**src/rtl/lottery_pkg.sv**
```systemverilog
// Shared types and constants for the lottery pool: FSM states and LFSR setup.
package lottery_pkg;

  typedef enum logic [1:0] {
    ST_COLLECT,
    ST_SCAN,
    ST_ANNOUNCE,
    ST_DONE
  } state_e;

  localparam int          LFSR_W       = 16;
  localparam logic [15:0] LFSR_TAPS    = 16'hB400;
  localparam logic [15:0] DEFAULT_SEED = 16'hACE1;

endpackage

```
**src/rtl/lottery_lfsr.sv**
```systemverilog
// Free-running Galois LFSR; shifts right every cycle and folds the taps in on a 1 out.
module lottery_lfsr
  import lottery_pkg::*;
#(
  parameter int              W    = LFSR_W,
  parameter logic [W-1:0]    TAPS = LFSR_TAPS,
  parameter logic [W-1:0]    SEED = DEFAULT_SEED
) (
  input  logic         clk,
  input  logic         reset,
  output logic [W-1:0] state
);

  logic [W-1:0] state_q;
  logic [W-1:0] state_d;

  always_comb begin
    state_d = {1'b0, state_q[W-1:1]} ^ (state_q[0] ? TAPS : '0);
  end

  always_ff @(posedge clk or negedge reset) begin
    if (!reset) state_q <= SEED;
    else        state_q <= state_d;
  end

  assign state = state_q;

endmodule

```
**src/rtl/lottery_pool.sv**
```systemverilog
// Lucky-bit pool: collects participants, then draws up to NUM_DRAWS distinct winners
// by wrap-around scans from LFSR-chosen start points, announced over valid/ready.
module lottery_pool
  import lottery_pkg::*;
#(
  parameter int          DEPTH     = 32,
  parameter int          ID_W      = $clog2(DEPTH),
  parameter int          NUM_DRAWS = 1,
  parameter logic [15:0] SEED      = DEFAULT_SEED
) (
  input  logic            clk,
  input  logic            reset,
  input  logic            luckybit,
  input  logic            write,
  input  logic            stop,
  input  logic            clear,
  input  logic            winner_ready,
  output logic [ID_W:0]   id,
  output logic            full,
  output logic            overflow,
  output logic [ID_W-1:0] winner,
  output logic            winner_valid,
  output logic            no_winner,
  output logic            draw_done
);

  localparam int              CNT_W   = ID_W + 1;
  localparam logic [CNT_W-1:0] DEPTH_C = CNT_W'(DEPTH);
  localparam logic [CNT_W-1:0] DRAWS_C = CNT_W'(NUM_DRAWS);
  localparam logic [CNT_W-1:0] ONE_C   = CNT_W'(1);

  state_e              state_q, state_d;
  logic [CNT_W-1:0]    id_q, id_d;
  logic [DEPTH-1:0]    pool_q, pool_d;
  logic                overflow_q, overflow_d;
  logic [ID_W-1:0]     winner_q, winner_d;
  logic                valid_q, valid_d;
  logic                no_winner_q, no_winner_d;
  logic                draw_done_q, draw_done_d;
  logic [ID_W-1:0]     ptr_q, ptr_d;
  logic [CNT_W-1:0]    scanned_q, scanned_d;
  logic [CNT_W-1:0]    draws_q, draws_d;

  logic [LFSR_W-1:0]   lfsr_state;
  logic                lfsr_unused;
  logic [ID_W-1:0]     start_ptr;
  logic [CNT_W-1:0]    ptr_next;
  logic                is_full;

  lottery_lfsr #(
    .W    (LFSR_W),
    .TAPS (LFSR_TAPS),
    .SEED (SEED)
  ) u_lfsr (
    .clk   (clk),
    .reset (reset),
    .state (lfsr_state)
  );

  assign lfsr_unused = ^lfsr_state[LFSR_W-1:ID_W];
  // Out-of-range LFSR picks fall back to entry 0 rather than re-rolling.
  assign start_ptr   = (CNT_W'(lfsr_state[ID_W-1:0]) < id_q) ? lfsr_state[ID_W-1:0] : '0;
  assign ptr_next    = CNT_W'(ptr_q) + ONE_C;
  assign is_full     = (id_q == DEPTH_C);

  always_comb begin
    state_d     = state_q;
    id_d        = id_q;
    pool_d      = pool_q;
    overflow_d  = overflow_q;
    winner_d    = winner_q;
    valid_d     = valid_q;
    no_winner_d = no_winner_q;
    draw_done_d = draw_done_q;
    ptr_d       = ptr_q;
    scanned_d   = scanned_q;
    draws_d     = draws_q;

    case (state_q)
      ST_COLLECT: begin
        if (stop) begin
          if (id_q == '0) begin
            no_winner_d = 1'b1;
            draw_done_d = 1'b1;
            state_d     = ST_DONE;
          end else begin
            ptr_d     = start_ptr;
            scanned_d = '0;
            state_d   = ST_SCAN;
          end
        end else if (write) begin
          if (is_full) begin
            overflow_d = 1'b1;
          end else begin
            pool_d[id_q[ID_W-1:0]] = luckybit;
            id_d                   = id_q + ONE_C;
          end
        end
      end
      ST_SCAN: begin
        if (pool_q[ptr_q]) begin
          winner_d = ptr_q;
          valid_d  = 1'b1;
          state_d  = ST_ANNOUNCE;
        end else if (scanned_q + ONE_C == id_q) begin
          no_winner_d = 1'b1;
          draw_done_d = 1'b1;
          state_d     = ST_DONE;
        end else begin
          ptr_d     = (ptr_next == id_q) ? '0 : ptr_next[ID_W-1:0];
          scanned_d = scanned_q + ONE_C;
        end
      end
      ST_ANNOUNCE: begin
        if (winner_ready) begin
          pool_d[winner_q] = 1'b0;
          valid_d          = 1'b0;
          draws_d          = draws_q + ONE_C;
          if (draws_q + ONE_C == DRAWS_C) begin
            draw_done_d = 1'b1;
            state_d     = ST_DONE;
          end else begin
            ptr_d     = start_ptr;
            scanned_d = '0;
            state_d   = ST_SCAN;
          end
        end
      end
      default: ;
    endcase

    // The LFSR is deliberately left running so successive rounds differ.
    if (clear) begin
      state_d     = ST_COLLECT;
      id_d        = '0;
      pool_d      = '0;
      overflow_d  = 1'b0;
      valid_d     = 1'b0;
      no_winner_d = 1'b0;
      draw_done_d = 1'b0;
      draws_d     = '0;
    end
  end

  always_ff @(posedge clk or negedge reset) begin
    if (!reset) begin
      state_q     <= ST_COLLECT;
      id_q        <= '0;
      pool_q      <= '0;
      overflow_q  <= 1'b0;
      winner_q    <= '0;
      valid_q     <= 1'b0;
      no_winner_q <= 1'b0;
      draw_done_q <= 1'b0;
      ptr_q       <= '0;
      scanned_q   <= '0;
      draws_q     <= '0;
    end else begin
      state_q     <= state_d;
      id_q        <= id_d;
      pool_q      <= pool_d;
      overflow_q  <= overflow_d;
      winner_q    <= winner_d;
      valid_q     <= valid_d;
      no_winner_q <= no_winner_d;
      draw_done_q <= draw_done_d;
      ptr_q       <= ptr_d;
      scanned_q   <= scanned_d;
      draws_q     <= draws_d;
    end
  end

  assign id           = id_q;
  assign full         = is_full;
  assign overflow     = overflow_q;
  assign winner       = winner_q;
  assign winner_valid = valid_q;
  assign no_winner    = no_winner_q;
  assign draw_done    = draw_done_q;

endmodule

```
**config.mk**
```make
export PLATFORM = sky130hd
export DESIGN_NAME = lottery_pool
export DESIGN_NICKNAME = d
export VERILOG_FILES = /design/src/rtl/lottery_pkg.sv /design/src/rtl/lottery_lfsr.sv /design/src/rtl/lottery_pool.sv
export SDC_FILE = /design/constraint.sdc
export NUM_CORES = 1
export LEC_CHECK = 0
export CAP_MARGIN = 20
export CELL_PAD_IN_SITES_DETAIL_PLACEMENT = 1
export CELL_PAD_IN_SITES_GLOBAL_PLACEMENT = 1
export CORE_MARGIN = 2
export CORE_UTILIZATION = 45
export CTS_BUF_LIST = sky130_fd_sc_hd__clkbuf_2
export CTS_CLUSTER_DIAMETER = 40
export DETAILED_ROUTE_END_ITERATION = 8
export HOLD_SLACK_MARGIN = 0.03
export PLACE_DENSITY = 0.89
export SYNTH_ARGS = -nofsm -noshare
export SYNTH_HDL_FRONTEND = slang
export SYNTH_SLANG_ARGS = --single-unit
```
**constraint.sdc**
```tcl
create_clock -name clk -period 2.9 [get_ports clk]
set_input_delay 0.725 -clock clk [delete_from_list [all_inputs] [get_ports clk]]
set_output_delay 0.725 -clock clk [all_outputs]
set_load 0.01 [all_outputs]
```
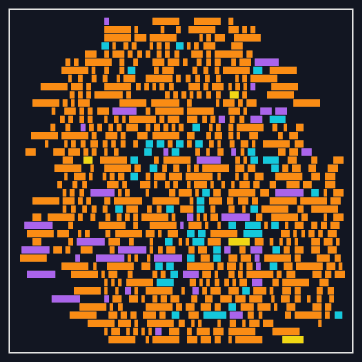
Figure 1: run 1, cells by drive strength.
Drawn at 3 px/um.
colour	size	cells
yellow	_6 and larger	4
purple	_2 cells	38
orange	_0 and _1 cells	539
cyan	_3 and _4 cells	48

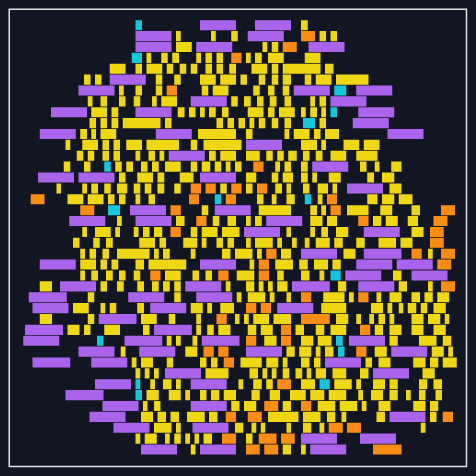
Figure 2: run 1, cell classes on the final placement.
Drawn at 4 px/um.
colour	class	cells	share of their area
yellow	combinational and other logic	471	54%
purple	flops	82	35%
cyan	clock drivers and dummy loads	16	1.7%
orange	other buffers and delay cells	60	9.0%

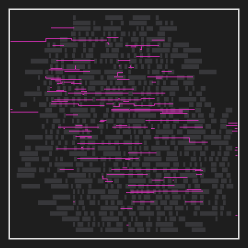
Figure 3: run 1, signal wires on met3.
Drawn at 2 px/um. Cells faint in the background.
main direction	horizontal
wire length on this layer	1060 um
share of all routed wire	6.1%
longest straight run	44.6 um

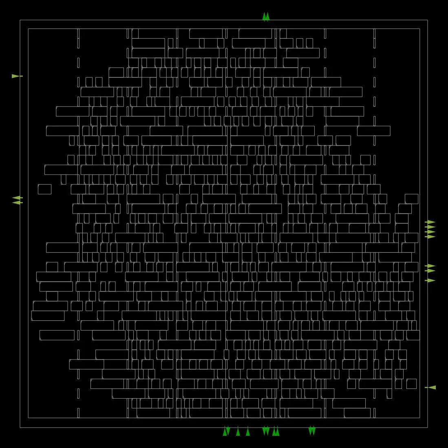
Figure 4: run 1, placed standard cells.
Seq/total area: 0.341
tap cell count: 147
# rows: 40

==> deck_impl_summary.md, run 1 <==
Flow Results at a Glance

Critical path
  • Setup CP Type: register to register
  • Critical path's top delay family: multiplexers
  • Critical Path AT: 3.30 ns
  • Flop-to-flop setup slack: 0.12 ns

Detailed routing
  • First DRT Iteration DRCs: 404
  • WL per Instance: 22.3 um
  • Final wirelength: 17300 um

Yosys
  • Unique cell types: 63
  • Top cells, area: dfrtp_1 34%, a2111o_1 6.8%, a21oi_1 6.6%
  • Ys flop type: dfrtp_1
  • Yosys Instances: 599
  • Synth Seq Share: 0.379
  • EDFF count, synth: 0
  • Most frequent cells after synthesis: 74 x dfrtp_1, 72 x a21oi_1, 72 x o21ai_0
  • Most area-hungry cell type in the Yosys netlist: dfrtp_1
  • Synth warnings: 0
  • Syn Nets: 622

Final layout
  • Fill cell count: 1392
  • Layout cells sized above 1: 0.143
  • Most frequent cells in the layout: 72 x a21oi_1, 72 x o21ai_0, 72 x dfrtp_1, 55 x nand2_1, 37 x buf_4

Clocking
  • Setup bufs post-CTS: 2
  • Clock Tree Buf Depth: 2
  • Clk_lat worst skew: 0.63 ns
  • CTS tree: yes
  • Clock Sinks: 82
  • Clk slew on worst S/H paths: 0.27 ns

Timing
  • Clk_skew: 0.0369 ns
  • Max-slew headroom: 0.535
  • Setup violations, final: 0
  • Pins over their slew limit: 0

Run status
  • Status: finished clean

Die
  • Die ar.: 0.0130 sq mm
  • Core Footprint: 0.0119 sq mm
  • Io pins: 23
  • Floorplan Utilization: 0.457

GRT
  • Number of global-route vias before repair: 5311
  • First-pass GRT wire length: 28300 um

Place
  • Port bufs: 22

Power
  • P per Cell Area: 729 mW/mm^2
run 1: where the power goes:
part	switching [W]	internal (W)	total, W
Combinational	0.00133	0.000837	0.00217
Clock	0.000474	0.000117	0.000591
Sequential	0.000258	0.00140	0.00165
Total	0.00207	0.00235	0.00441
run 1: routing by layer:
layer	vias to the layer above	wire, um	global-route usage
met2	201	8650	0.472
met4	0	418	0.115
met5	-	0	0
met3	32	1060	0.0436
li1	2257	-	-
met1	2610	7210	0.357
run 1: through the flow:
stage,setup WS [ns],cells,power (W),util,area (sq um)
6_report,0.122,776,0.00441,0.509,6060
3_5_place_dp,0.0229,757,0.00381,0.497,5920
4_1_cts,0.00657,775,0.00439,0.507,6040
2_1_floorplan,0.514,599,0.00310,-,5440
5_1_grt,0.0927,776,0.00469,0.509,6060
3_3_place_gp,0.146,757,0.00362,0.497,5920
run 1: cell families (layout without fill, tap and decap cells):
group	Yosys count	count (layout)	share of synthesized area
AND-OR/OR-AND	220	220	0.266
XOR/XNOR	25	25	0.0402
adder cells (fa/ha/maj)	16	16	0.0368
buffers and inverters	73	103	0.0586
flip-flops	82	82	0.379
multiplexers	22	22	0.0681
AND/OR/NAND/NOR	161	161	0.152
run 1: area by class of cell:
cell class,instances,area (sq um),area share
clock inverter,7,52.6,0.00868
tap,147,184,0.0304
inverter,27,101,0.0167
clock buffer,9,45.0,0.00744
multi-input combinational,444,3080,0.508
sequential,82,2060,0.341
timing repair buffer,60,531,0.0876
run 1: state kept, by name, indices dropped and copies added, names as in the netlist, 2 cells and up:
signal,cells
draws_q,6
id,6
pool_q,32
ptr_q,5
scanned_q,6
state_q,2
u_lfsr.state,16
winner,5
==> run 2: changes to the inputs <==
- CTS_BUF_LIST: sky130_fd_sc_hd__clkbuf_2 -> sky130_fd_sc_hd__clkbuf_4
==> run 2 against run 1 <==
Against the previous run:
- wire length is 0.47% higher
- synthesized area stayed put
- clock skew is 0.017 ns lower
- critical endpoint is now full
- sequential power hardly changed
==> deck_impl_summary.md, run 2 <==
Flow Results at a Glance

Run status
  • Status: finished clean

Critical path
  • Critical Path AT: 2.06 ns (-1.24 ns)
  • Flop-to-flop setup slack: 0.18 ns (+0.06 ns)
  • Crit path DRT: 2.17 ns
  • Reg2reg start: ptr_q[3]
  • Crit Path Max Fanout: 4
  • Worst Setup End Kind: primary output
  • Setup CP Type: register to primary output

Die
  • Io pins: 23 (unchanged)
  • Die Ht: 114 um
  • Core Footprint: 0.0119 sq mm (unchanged)
  • Die ar.: 0.0130 sq mm (unchanged)
  • Floorplan Utilization: 0.457 (unchanged)
  • # rows: 40 (unchanged)

Yosys
  • EDFF count, synth: 0 (unchanged)
  • Most area-hungry cell type in the Yosys netlist: dfrtp_1
  • Synth Seq Share: 0.379 (unchanged)
  • Cell Area, Synth: 0.00544 sq mm
  • Synthesized flop and latch total: 82
  • Share of synthesized registers carrying an async set or reset: 1.00
  • Top cells, area: dfrtp_1 34%, a2111o_1 6.8%, a21oi_1 6.6%
  • Most frequent cell after synthesis: dfrtp_1
  • Unique cell types: 63 (unchanged)
  • Synth warnings: 0 (unchanged)
  • Syn Inst Count: 599
  • Syn Nets: 622 (unchanged)
  • Yosys Chip Area: 0.00544 sq mm
  • Mean area per synthesized cell: 9.08 sq um
  • Most frequent cells after synthesis: 74 x dfrtp_1, 72 x a21oi_1, 72 x o21ai_0
  • Ys flop type: dfrtp_1
  • Yosys Instances: 599 (unchanged)

Final layout
  • Final core utilization: 0.509 (+0.000526)
  • Fin nets: 646
  • Antenna cell count: 0
  • Syn-to-layout area delta: 11.4%
  • Post-Layout Cell Count: 775 (-0.13%)
  • Layout cells sized above 1: 0.139 (-0.00455)
  • Post-route cell area: 0.00606 sq mm (+0.10%)
  • Most frequent cells in the layout: 72 x a21oi_1, 72 x o21ai_0, 72 x dfrtp_1, 55 x nand2_1, 36 x buf_4
  • Max reg flops: 32 (unchanged)
  • Most flops, register: pool_q

GRT
  • Total GRT Usage: 0.280
  • Number of global-route vias before repair: 5351 (+0.75%)
  • Grt met3 use: 0.0446 (+0.00106)
  • Met1 global-route usage: 0.356 (-0.00125)
  • Most Crowded Layer GR: met2
  • GRT overflow: 0
  • Met2 Usage GRT: 0.475 (+0.00238)
  • First-pass GRT wire length: 28300 um (+0.15%)

Detailed routing
  • WL per Instance: 22.5 um (+0.60%)
  • Final wirelength: 17400 um (+0.47%)
  • Metal2 WL: 8630 um (-0.18%)
  • ANT nets after route: 0
  • Met3 wire length: 1040 um (-1.9%)
  • Via density: 6.59
  • Max Used Layer: met4
  • First DRT Iteration DRCs: 380 (-5.9%)
  • M1 wire length: 7220 um (+0.15%)

Place
  • Number of placed cells counting well taps: 757 (unchanged)
  • Area post-placement: 0.00592 sq mm (unchanged)
  • Port bufs: 22 (unchanged)

Timing
  • Final period utilization: 0.962
  • Clk_skew: 0.0203 ns (-0.0165 ns)
  • Unrepaired setup endpoints after global routing: false
  • Pins over their slew limit: 0 (unchanged)
  • Max-slew headroom: 0.541 (+0.00555)
  • Setup violations, final: 0 (unchanged)
  • Peak Freq: 359 MHz

Clocking
  • Clk slew on worst S/H paths: 0.15 ns (-0.12 ns)
  • CTS tree: yes
  • Clock Sinks: 82 (unchanged)
  • Clk_lat worst skew: 0.49 ns (-0.14 ns)
  • Root Buffer: clkbuf_4
  • Clock Tree Buf Depth: 2 (unchanged)

Power
  • P per Cell Area: 738 mW/mm^2 (+1.2%)
  • P_leak: 2.57 nW
  • Overall power: 0.00447 W (+1.3%)

Flow run
  • Max-cap violations: 0
  • Tool warning count: 33
-- run 2: worst max-delay path: stages (launching register included) --
cell and delay (ns):
dfrtp_2 0.43, inv_1 0.14, ha_1 0.21, and3_2 0.24, clkdlybuf4s50_1 0.55
-- run 2: layout make-up --
class,count,area (sq um)
clock buffer,9,67.6
clock inverter,7,52.6
multi-input combinational,444,3070
sequential,82,2060
timing repair buffer,59,520
inverter,27,101
tap,147,184
fill,1392,5850
-- run 2: through the flow --
stage,hold WS (ns),setup WS [ns]
final,0.206,0.111
after global routing,0.245,0.0431
after CTS,0.219,0.00350
after detailed placement,0.339,0.0229
after floorplan,0.331,0.514
after global placement,0.339,0.146
-- run 2: power breakdown --
part	total (W)	internal, W	switching, W
Sequential	0.00165	0.00140	0.000257
Clock	0.000644	0.000179	0.000464
Combinational	0.00218	0.000833	0.00134
Total	0.00447	0.00241	0.00206
-- run 2: logic make-up after synthesis --
family / after synthesis / synth area share
muxes: 22 / 0.0681
DFF: 82 / 0.379
buffers and inverters: 73 / 0.0586
adders and majority gates: 16 / 0.0368
xor gates and xnor gates: 25 / 0.0402
and+or+nand+nor: 161 / 0.152
AOI/OAI and AO/OA: 220 / 0.266
-- run 2: timing repair --
| item | CTS | global route |
|---|---|---|
| setup endpoints to repair | 1 | 9 |
| gates resized | 1 | 2 |
| pin swaps | 1 | 0 |
| setup buffers | 2 | 0 |
| hold buffers | 0 | 0 |
-- run 2: worst max-delay path by stage --
stage / from / end / cells past startpoint
floorplan: id[0] / ptr_q[2] / 8
finish: id[1] / full / 4
CTS: ptr_q[1] / winner[1] / 6
global placement: ptr_q[1] / winner[1] / 6
global route: id[1] / full / 4
detailed placement: ptr_q[1] / winner[3] / 6
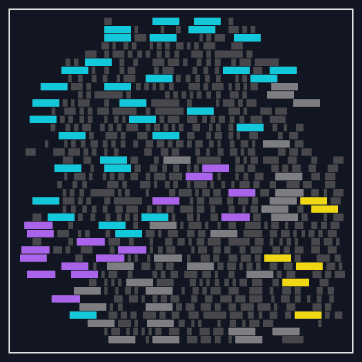
Figure 5: run 2, sequential cells coloured by netlist name.
Drawn at 3 px/um.
colour	name in the netlist	placed flops
yellow	scanned_q	6
cyan	pool_q	32
purple	u_lfsr.state	16
not coloured	28

==> run 3: changes to the inputs <==
- REMOVE_ABC_BUFFERS: default -> 1
==> run 3 against run 2 <==
Against the previous run:
- synthesized area unchanged
- highest routed layer unchanged
- count of clock-buffer cells in the layout unchanged
- clock power decreased by 6.4%
- combinational power about the same
- largest cell class unchanged
- fmax decreased by 0.29%
- design area decreased by 0.70%
- utilization decreased by 0.36 points
- non-clock buffer count decreased by 5
==> deck_impl_summary.md, run 3 <==
Flow Results at a Glance

Final layout
  • Syn-to-layout area delta: 10.6%
  • # clk buffers: 9 (unchanged)
  • Comb/total area: 0.510 (+0.00358)
  • Clock network area share: 0.0189 (-0.000899)
  • Comb area: 0.00307 sq mm (unchanged)
  • Max reg flops: 32 (unchanged)
  • Flop count: 82 (unchanged)
  • Non-clock buffer share: 0.0802 (-0.00563)
  • Layout cells sized above 1: 0.135 (-0.00370)
  • Non-CTS buffers: 54 (-8.5%)
  • Dominant class by area: combinational gates
  • Antenna cell count: 0 (unchanged)
  • Logic Gate Count: 444 (unchanged)

Yosys
  • Mux cell area share: 0.0681 (unchanged)
  • Yosys simple share: 0.152 (unchanged)
  • Mean area per synthesized cell: 9.08 sq um (unchanged)
  • Synthesized flop and latch total: 82 (unchanged)
  • Top cells, area: dfrtp_1 34%, a2111o_1 6.8%, a21oi_1 6.6%
  • Dominant combinational family: AND-OR/OR-AND gates
  • Unique cell types: 63 (unchanged)
  • Syn Inst Count: 599 (unchanged)
  • EDFF count, synth: 0 (unchanged)
  • Adder-cell share of the synthesized area: 0.0368 (unchanged)
  • Ys flop type: dfrtp_1
  • Synth warnings: 0 (unchanged)
  • Yosys Chip Area: 0.00544 sq mm (unchanged)
  • Share of synthesized registers carrying an async set or reset: 1.00 (unchanged)
  • Most frequent cell after synthesis: dfrtp_1
  • XOR Share, Synth: 0.0402 (unchanged)

Detailed routing
  • WL per Instance: 22.3 um (-0.94%)
  • First DRT Iteration DRCs: 311 (-18%)
  • Via density: 6.55 (-0.65%)
  • Final wirelength: 17100 um (-1.6%)
  • ANT nets after route: 0 (unchanged)

Clocking
  • Root Buffer: clkbuf_4
  • Clock Sinks: 82 (unchanged)
  • CTS tree: yes
  • Clk slew on worst S/H paths: 0.14 ns (about the same)
  • Post-CTS Hold Fix Bufs: 0 (unchanged)

Flow run
  • Max-cap violations: 0 (unchanged)
  • Tool warning count: 32 (-3.0%)

Die
  • Die ar.: 0.0130 sq mm (unchanged)
  • Io pins: 23 (unchanged)
  • Die Ht: 114 um (unchanged)
  • Core Footprint: 0.0119 sq mm (unchanged)

Power
  • P per Cell Area: 738 mW/mm^2 (about the same)

GRT
  • First-pass GRT wire length: 27900 um (-1.5%)
  • GRT overflow: 0 (unchanged)
  • Total GRT Usage: 0.272 (-0.00808)

Critical path
  • Crit path cell chain: inv_2 -> ha_1 -> and3_2 -> clkdlybuf4s50_1
  • Critical Path Max Stage Delay: 0.54 ns (about the same)
  • Crit path DRT: 2.17 ns (about the same)
  • Critical Path AT: 2.07 ns (about the same)
  • Worst Setup End Kind: primary output
  • Crit Path Max Fanout: 5 (+1)

Timing
  • Clk_skew: 0.0114 ns (-0.00896 ns)
  • Hold Slack: 0.210 ns (+0.00432 ns)
  • Setup violations, final: 0 (unchanged)
  • Pins over their slew limit: 0 (unchanged)
  • Unrepaired setup endpoints after global routing: false
  • Max-slew headroom: 0.451 (-0.0901)
  • Final period utilization: 0.964 (+0.00278)

Run status
  • Status: finished clean
[run 3: cell counts after synthesis]
Identical to the previous run, type by type.
[run 3: power breakdown]
group / leakage (nW) / switching (W) / internal (W) / total (W)
Clock: 0.0593 / 0.000430 / 0.000173 / 0.000603
Combinational: 1.39 / 0.00135 / 0.000823 / 0.00218
Sequential: 1.09 / 0.000267 / 0.00140 / 0.00166
[run 3: final timing paths]
path	slack (ns)	end	depth (start not counted)	start
max	0.10	full	4	id[1]
min	0.21	draws_q[2]	1	reset
max reg2reg	0.15	winner[3]	6	ptr_q[1]
min reg2reg	0.37	u_lfsr.state[6]	0	u_lfsr.state[7]
max in group asynchronous	2.05	pool_q[7]	2	reset
min in group clk	0.37	u_lfsr.state[6]	0	u_lfsr.state[7]
[run 3: stage by stage]
step	instance area, sq um	power, W	setup WS (ns)	instances	util
6_report	6020	0.00444	0.103	770	0.505
5_1_grt	6020	0.00471	0.0423	770	0.505
4_1_cts	6000	0.00441	0.0215	768	0.504
3_5_place_dp	5890	0.00380	-0.0182	752	0.494
3_3_place_gp	5890	0.00361	0.175	752	0.494
2_1_floorplan	5220	0.00299	-0.319	553	-
[run 3: routing by layer]
metal / GRT usage / part of all wire / vias up / wire, um
li1: - / - / 2246 / -
met1: 0.349 / 0.42 / 2560 / 7180
met2: 0.463 / 0.50 / 189 / 8600
met3: 0.0420 / 0.052 / 48 / 895
met4: 0.104 / 0.027 / 0 / 467
met5: 0 / 0 / - / 0
[run 3: what timing repair did]
item,4_1_cts,5_1_grt
pin swaps,0,1
buffers inserted,0,2
endpoints found under the setup margin,6,11
gates resized,3,3
gates cloned,0,0
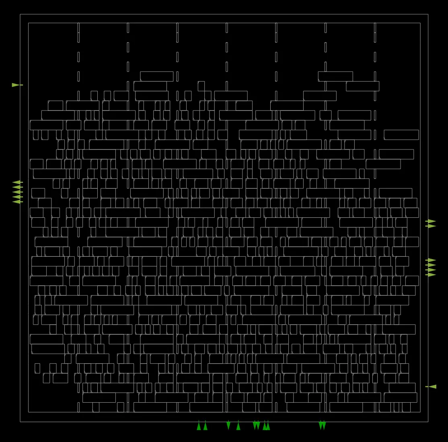
Figure 6: run 3, placed standard cells.
Seq/total area: 0.343
final core utilization: 0.505
Post-Layout Cell Count: 770
fill cell count: 1405

No activity file was given, so power comes from the tool's default toggle rates.
